==> config.mk <==
export PLATFORM = sky130hd
export DESIGN_NAME = issue_sequencer
export DESIGN_NICKNAME = d
export VERILOG_FILES = /design/src/rtl/seq_pkg.sv /design/src/rtl/seq_intr_latch.sv /design/src/rtl/issue_sequencer.sv
export SDC_FILE = /design/constraint.sdc
export NUM_CORES = 1
export LEC_CHECK = 0
export CORE_UTILIZATION = 34
export DETAILED_ROUTE_END_ITERATION = 8
export PLACE_DENSITY = 0.6
export SLEW_MARGIN = 20
export SYNTH_ARGS = -nofsm -noshare
export SYNTH_HDL_FRONTEND = slang
export SYNTH_HIERARCHICAL = 1
export SYNTH_SLANG_ARGS = --single-unit
==> constraint.sdc <==
create_clock -name clk -period 2 [get_ports clk]
set_clock_uncertainty 0.05 [all_clocks]
set_input_delay 0.4 -clock clk [delete_from_list [all_inputs] [get_ports clk]]
set_output_delay 0.4 -clock clk [all_outputs]
set_load 0.01 [all_outputs]
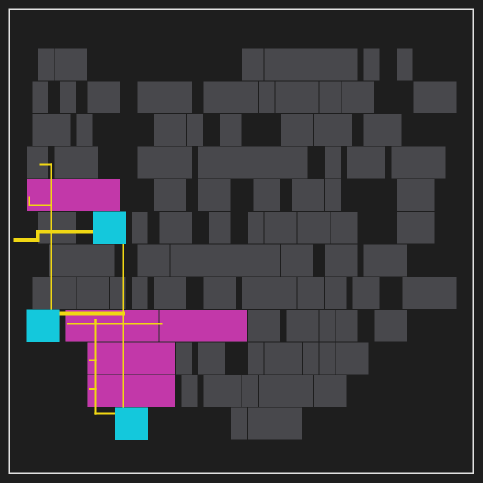
**Above:** run 1 (clock network drawn from the DEF).
Scale: 12 px per um.
legend:
  cyan:
    item: clock drivers
    count: 3
  magenta:
    item: flip-flops
    count: 5
  yellow:
    item: clock wires
    length: 70.7 um
routed clock nets: 4
Clk Latency, worst-skew pair: 0.24 ns
Clk power: 0.116 mW

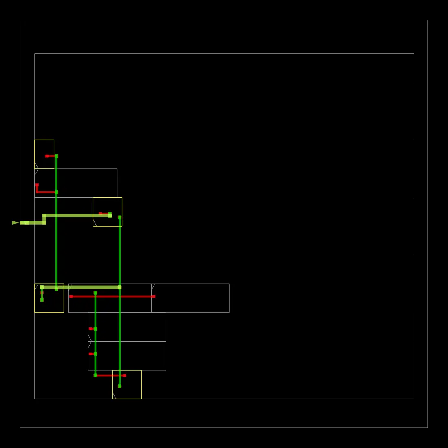
**Above:** run 1 (clock routing).
flip-flops: 5
TritonCTS buffer count: 3
clock buffer instance count of the final layout: 3
clock tree sinks: 5

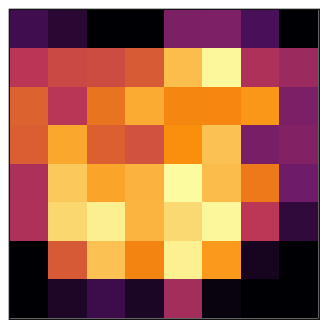
**Above:** run 1 (placement density heat map).
Scale: 8 px per um. The die is cut into 8 by 8 equal tiles; black is low, pale yellow is high, 0 to 100% covered.
tiles over 75% full: 31%
densest ninth of the die: center
fullest tile: 99%
placeable core region: 1170 sq um
Final Util: 65.9%
share of the core filled by cells before placement: 38.8%

==> results.json, run 1 <==
{
  "top_cells_by_count": "sky130_fd_sc_hd__inv_1 (8), sky130_fd_sc_hd__nand2_1 (8), sky130_fd_sc_hd__ha_1 (7), sky130_fd_sc_hd__dfxtp_1 (5), sky130_fd_sc_hd__nor2_1 (4)",
  "cts.root.buffer_cell": "sky130_fd_sc_hd__clkbuf_4",
  "grtUsageTotal_pct": 17.6,
  "flip_flop_count_of_the_largest_register_all_copies_and_words_added": 3,
  "synth-area-yosys_sq_um": 454,
  "wire_length_of_the_first_global_routing_pass_um": 1830,
  "critical_path_maximum_fanout": 2,
  "postSynthCellCount": 58,
  "area_fraction_in_full_adders_half_adders_and_majority_gates_pct": 19.3,
  "detail_route.iter0.violations": 6,
  "post_synth_main_area_contributors": "sky130_fd_sc_hd__dfxtp_1 (22%), sky130_fd_sc_hd__ha_1 (19%), sky130_fd_sc_hd__inv_1 (6.6%)",
  "chip_area_sq_um": 1490,
  "met2_usage_pct": 32.1,
  "number_of_max_cap_violations": 0,
  "cts.repair_timing.setup_buffer_count": 1,
  "dpl_cell_area_sq_um": 693,
  "use_met3_pct": 3.49,
  "cts-hold-fix-buffers": 0,
  "worst_hold_path_type": "reg -> reg",
  "setup.worst_path.start_class": "input port",
  "layout.filler_cells": 105,
  "cts-resized-gates": 19,
  "synth_top_area_share_pct": 22.0,
  "power.sequential.fraction_pct": 20.2,
  "clock_power_share_pct": 17.3,
  "fp.dieH_um": 38.6,
  "ys_top_logic_family": "simple AND/OR/NAND/NOR gates",
  "number_of_signal_net_buffers_in_the_layout": 30,
  "stdcell_area_sq_um": 772,
  "io_buffer_count": 12,
  "finalCritPeriodShare_pct": 101,
  "grt-busiest-layer": "met2",
  "cp_cell_sequence": "dlygate4sd2_1, and4bb_1, o311a_4, a211oi_2, o21ai_1, buf_2",
  "cts_tree": "done",
  "dp.final_hpwl_um": 840,
  "drt_pre_antenna_iters": 4,
  "finalSetupTns_ns": -0.0255,
  "critical_path_depth": 6,
  "placement_setup_slack_ns": -0.611,
  "count_of_flip_flops_with_a_built_in_enable_after_synthesis": 0,
  "comb_cell_power_mw": 0.417,
  "top_library_cells_by_usage_in_the_layout_fill_and_taps_aside": "sky130_fd_sc_hd__buf_4 (18), sky130_fd_sc_hd__nand2_1 (8), sky130_fd_sc_hd__inv_1 (7)",
  "io_pins": 17,
  "crit_buf_inv": 2,
  "synth.cellmix.xorXnorShare_pct": 0,
  "sh_seq_area_pct": 13.3,
  "count_of_non_filler_cells_in_the_finished_layout": 104,
  "violations": "negative setup slack",
  "synth.cellmix.simpleShare_pct": 21.8,
  "cts.reportedPaths.clkPinSlew_ns": 0.05,
  "pwrdens_nw_per_um2": 865,
  "ff2ff_path_depth": 8,
  "synthesis.area_per_instance_sq_um": 7.83,
  "met1_length_um": 513,
  "ff2ff_setup_slack_ns": 0.36,
  "buf_share_pct": 31.8,
  "post_synth_ao_oa_area_fraction_pct": 18.2,
  "vias_in_the_first_global_route": 469,
  "grt_max_degree": 5,
  "sort_of_element_at_the_end_of_the_critical_path": "output port",
  "netlist.top_cell.by_area": "sky130_fd_sc_hd__dfxtp_1",
  "mux_area_share_pct": 5.51,
  "antenna_violations_before_repair": 0,
  "dp.cells": 98,
  "status": "finished, violations left",
  "fmaxAchievable_mhz": 494,
  "crit_required_ns": 1.55,
  "timing_worst_setup_path_type": "in -> out",
  "slew_violations": 0,
  "power.net_switching_mw": 0.235,
  "final-clk-cell-share_pct": 3.57,
  "pg_seq_mw": 0.135,
  "worst-endpoint-arrival_ns": 1.58,
  "synthToLayoutAreaGrowth_pct": 70.0,
  "multiInputCombCellCount": 43,
  "yosys_cells": 58,
  "dr_wl_met2_um": 533,
  "synth_warnings": 6,
  "post_synth_instance_area_sq_um": 454,
  "power_report.internal_total_mw": 0.432,
  "number_of_nets_in_the_finished_design": 107,
  "layout.cells.largest_class": "combinational gates",
  "nWellTaps": 14,
  "synth.ff_latch_count": 5,
  "yosys.cell_types.count": 28,
  "cellLeakagePower_nw": 0.376,
  "final.min_clock_period_ns": 2.03,
  "warnings": 33,
  "num_antenna_cells": 0,
  "route.antenna.remaining_nets": 0,
  "worst_ir_drop_vdd_v": 0.000594,
  "switching_share_pct": 35.3,
  "viasPerCell": 4.51,
  "setup_violations": 1,
  "drt_drc_violations_left": 0,
  "critical-path-top-delay-family": "AND-OR/OR-AND gates",
  "postLayoutSetupSlackWorst_ns": -0.0255,
  "gp_routability_congestion": 0.741,
  "vias": 469,
  "highest-signal-layer": "met3",
  "cp_slowest_stage_delay_ns": 0.32,
  "globalRouteMet1Util_pct": 20.1,
  "hold_viol": 0,
  "area.share.combinational_pct": 45.2,
  "pwr-share-comb_pct": 62.5,
  "grt.overflow.total": 0,
  "clock_tree.htree_level_count": 1,
  "routedWlPerCell_um": 10.7,
  "logic_area_sq_um": 349,
  "async_reset_ff_share_pct": 0,
  "final-seq-area_sq_um": 103,
  "crit_path_top_delay_cell": "sky130_fd_sc_hd__o311a_4",
  "route.met3.wl_um": 69,
  "die_width_um": 38.6,
  "top_power_group": "combinational cells"
}
==> inputs of run 2 (changes only) <==
ABC_AREA = 1   (was not set)
PLACE_DENSITY = not set   (was 0.6)
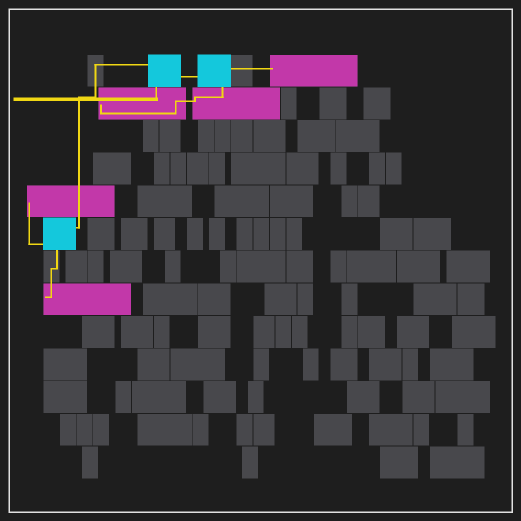
**Above:** run 2 (clock network drawn from the DEF).
Scale: 12 px per um.
legend:
  magenta:
    item: flip-flops
    count: 5
  cyan:
    item: clock drivers
    count: 3
  yellow:
    item: clock wires
    length: 69.2 um
routed clock nets: 4
Clk power: 0.112 mW
part of the power in the clock network: 13.5%

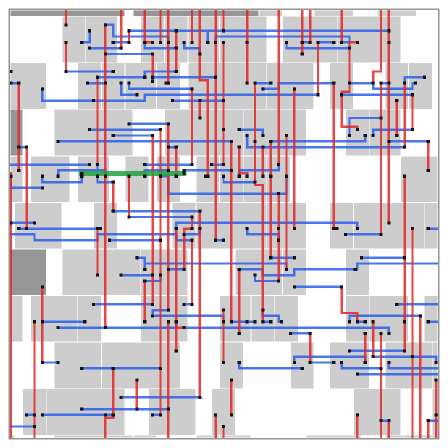
**Above:** run 2 (zoomed window).
Window x 8 to 33, y 8 to 33 um. Cells in gray, sequential cells in the stronger gray; small squares are vias.
legend:
  red:
    layer: metal 2
  blue:
    layer: metal 1
  green:
    layer: metal 3
sequential cells in the window: 0
cells with their middle in the window: 63
most frequent: nand2_1 (13), buf_4 (11), inv_1 (9)

==> run 2 against run 1 <==
Effect of this change:
- the flow now finishes without violations
- worst hold slack better by 0.011 ns
- maximum frequency is 7.0% higher
- sequential power is 15% higher
- critical endpoint unchanged
- largest cell class unchanged
==> results.json, run 2 <==
{
  "status": "complete, no violations",
  "crit_path_frequent_cell": "sky130_fd_sc_hd__nand2_1",
  "post_synth_ao_oa_area_fraction_pct": 9.30,
  "cellLeakagePower_nw": 0.402,
  "ff2ff_setup_slack_ns": 0.58,
  "die_width_um": 41.8,
  "grtUsageTotal_pct": 14.8,
  "worst_hold_path_type": "reg -> reg",
  "crit_required_ns": 1.55,
  "drt_pre_antenna_iters": 4,
  "ff2ff_path_depth": 7,
  "met2_usage_pct": 26.9,
  "pg_seq_mw": 0.155,
  "cts-hold-fix-buffers": 0,
  "postLayoutSetupSlackWorst_ns": 0.107,
  "route.antenna.remaining_nets": 0,
  "timing_worst_setup_path_type": "in -> out",
  "finalSetupTns_ns": 0,
  "multiInputCombCellCount": 60,
  "nWellTaps": 15,
  "clockBufferCount": 4,
  "cts_tree": "done",
  "met1_length_um": 568,
  "netlist.top_cell.by_area": "sky130_fd_sc_hd__dfxtp_1",
  "synth.cellmix.xorXnorShare_pct": 0,
  "postSynthCellCount": 81,
  "globalRouteMet1Util_pct": 15.7,
  "top_cells_by_count": "sky130_fd_sc_hd__nand2_1 (18), sky130_fd_sc_hd__inv_1 (13), sky130_fd_sc_hd__ha_1 (7), sky130_fd_sc_hd__nor2_1 (7), sky130_fd_sc_hd__dfxtp_1 (5)",
  "critical-path-top-delay-family": "buffers and inverters",
  "highest-signal-layer": "met3",
  "layout.filler_cells": 144,
  "antenna_violations_before_repair": 0,
  "warnings": 33,
  "gp_routability_congestion": 0.780,
  "top_library_cells_by_usage_in_the_layout_fill_and_taps_aside": "sky130_fd_sc_hd__nand2_1 (18), sky130_fd_sc_hd__buf_4 (14), sky130_fd_sc_hd__inv_1 (12)",
  "synth_warnings": 6,
  "detail_route.iter0.violations": 12,
  "synth.cellmix.simpleShare_pct": 40.2,
  "top_power_group": "combinational cells",
  "dp.final_hpwl_um": 1000,
  "use_met3_pct": 4.35,
  "pwr-share-comb_pct": 67.9,
  "setup.worst_path.start_class": "input port",
  "async_reset_ff_share_pct": 0,
  "cts.sinks": 5,
  "synth-area-yosys_sq_um": 538,
  "chip_area_sq_um": 1750,
  "worst_ir_drop_vdd_v": 0.000625,
  "mux_area_share_pct": 0,
  "cts.root.buffer_cell": "sky130_fd_sc_hd__clkbuf_4",
  "vias_in_the_first_global_route": 532,
  "switching_share_pct": 44.1,
  "grt-busiest-layer": "met2",
  "yosys_cells": 81,
  "wire_length_of_the_first_global_routing_pass_um": 2000,
  "hold_viol": 0,
  "stdcell_area_sq_um": 790,
  "buf_share_pct": 28.2,
  "dr_wl_met2_um": 595,
  "grt_max_degree": 9,
  "synthToLayoutAreaGrowth_pct": 46.7,
  "count_of_non_filler_cells_in_the_finished_layout": 124,
  "sh_seq_area_pct": 12.7,
  "crit_path_top_delay_cell": "sky130_fd_sc_hd__clkdlybuf4s50_1",
  "number_of_max_cap_violations": 0,
  "power_report.internal_total_mw": 0.466,
  "io_buffer_count": 12,
  "slew_violations": 0,
  "count_of_flip_flops_with_a_built_in_enable_after_synthesis": 0,
  "final.min_clock_period_ns": 1.89,
  "final-clk-cell-share_pct": 3.33,
  "route.met3.wl_um": 46,
  "cts-resized-gates": 6,
  "dp.cells": 120,
  "area.share.combinational_pct": 46.8,
  "number_of_signal_net_buffers_in_the_layout": 26,
  "flip_flops": 5,
  "comb_cell_power_mw": 0.566,
  "cts.repair_timing.setup_buffer_count": 0,
  "dpl_cell_area_sq_um": 762,
  "cts_made_buffers": 3,
  "power.net_switching_mw": 0.368,
  "sort_of_element_at_the_end_of_the_critical_path": "output port",
  "yosys.cell_types.count": 20,
  "setup_violations": 0,
  "number_of_nets_in_the_finished_design": 126,
  "synth_top_area_share_pct": 18.6,
  "grt.overflow.total": 0,
  "placement_setup_slack_ns": -0.279,
  "clock_insertion_delay_worst_skew_ns": 0.24,
  "cp_cell_sequence": "clkdlybuf4s50_1, nor2_2, a21oi_2, nand2_1, nand2_1, nand2_1, nand2_1, nand2_1, buf_2",
  "flip_flop_count_of_the_largest_register_all_copies_and_words_added": 3,
  "drt_drc_violations_left": 0,
  "power.sequential.fraction_pct": 18.6,
  "post_synth_main_area_contributors": "sky130_fd_sc_hd__dfxtp_1 (19%), sky130_fd_sc_hd__ha_1 (16%), sky130_fd_sc_hd__nand2_1 (13%)",
  "worst-endpoint-arrival_ns": 1.44,
  "cts.reportedPaths.clkPinSlew_ns": 0.04,
  "critical_path_depth": 9,
  "critical_path_maximum_fanout": 2
}
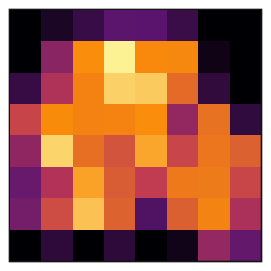
**Above:** run 2 (placement density heat map).
Scale: 6 px per um. The die is cut into 8 by 8 equal tiles; black is low, pale yellow is high, 0 to 100% covered.
emptiest ninth of the die: upper right
tiles over 75% full: 14%
fullest tile: 97%
Final Util: 57.1%
placeable core region: 1380 sq um
share of the core filled by cells before placement: 38.9%

Power is estimated from default activity; no workload was simulated.
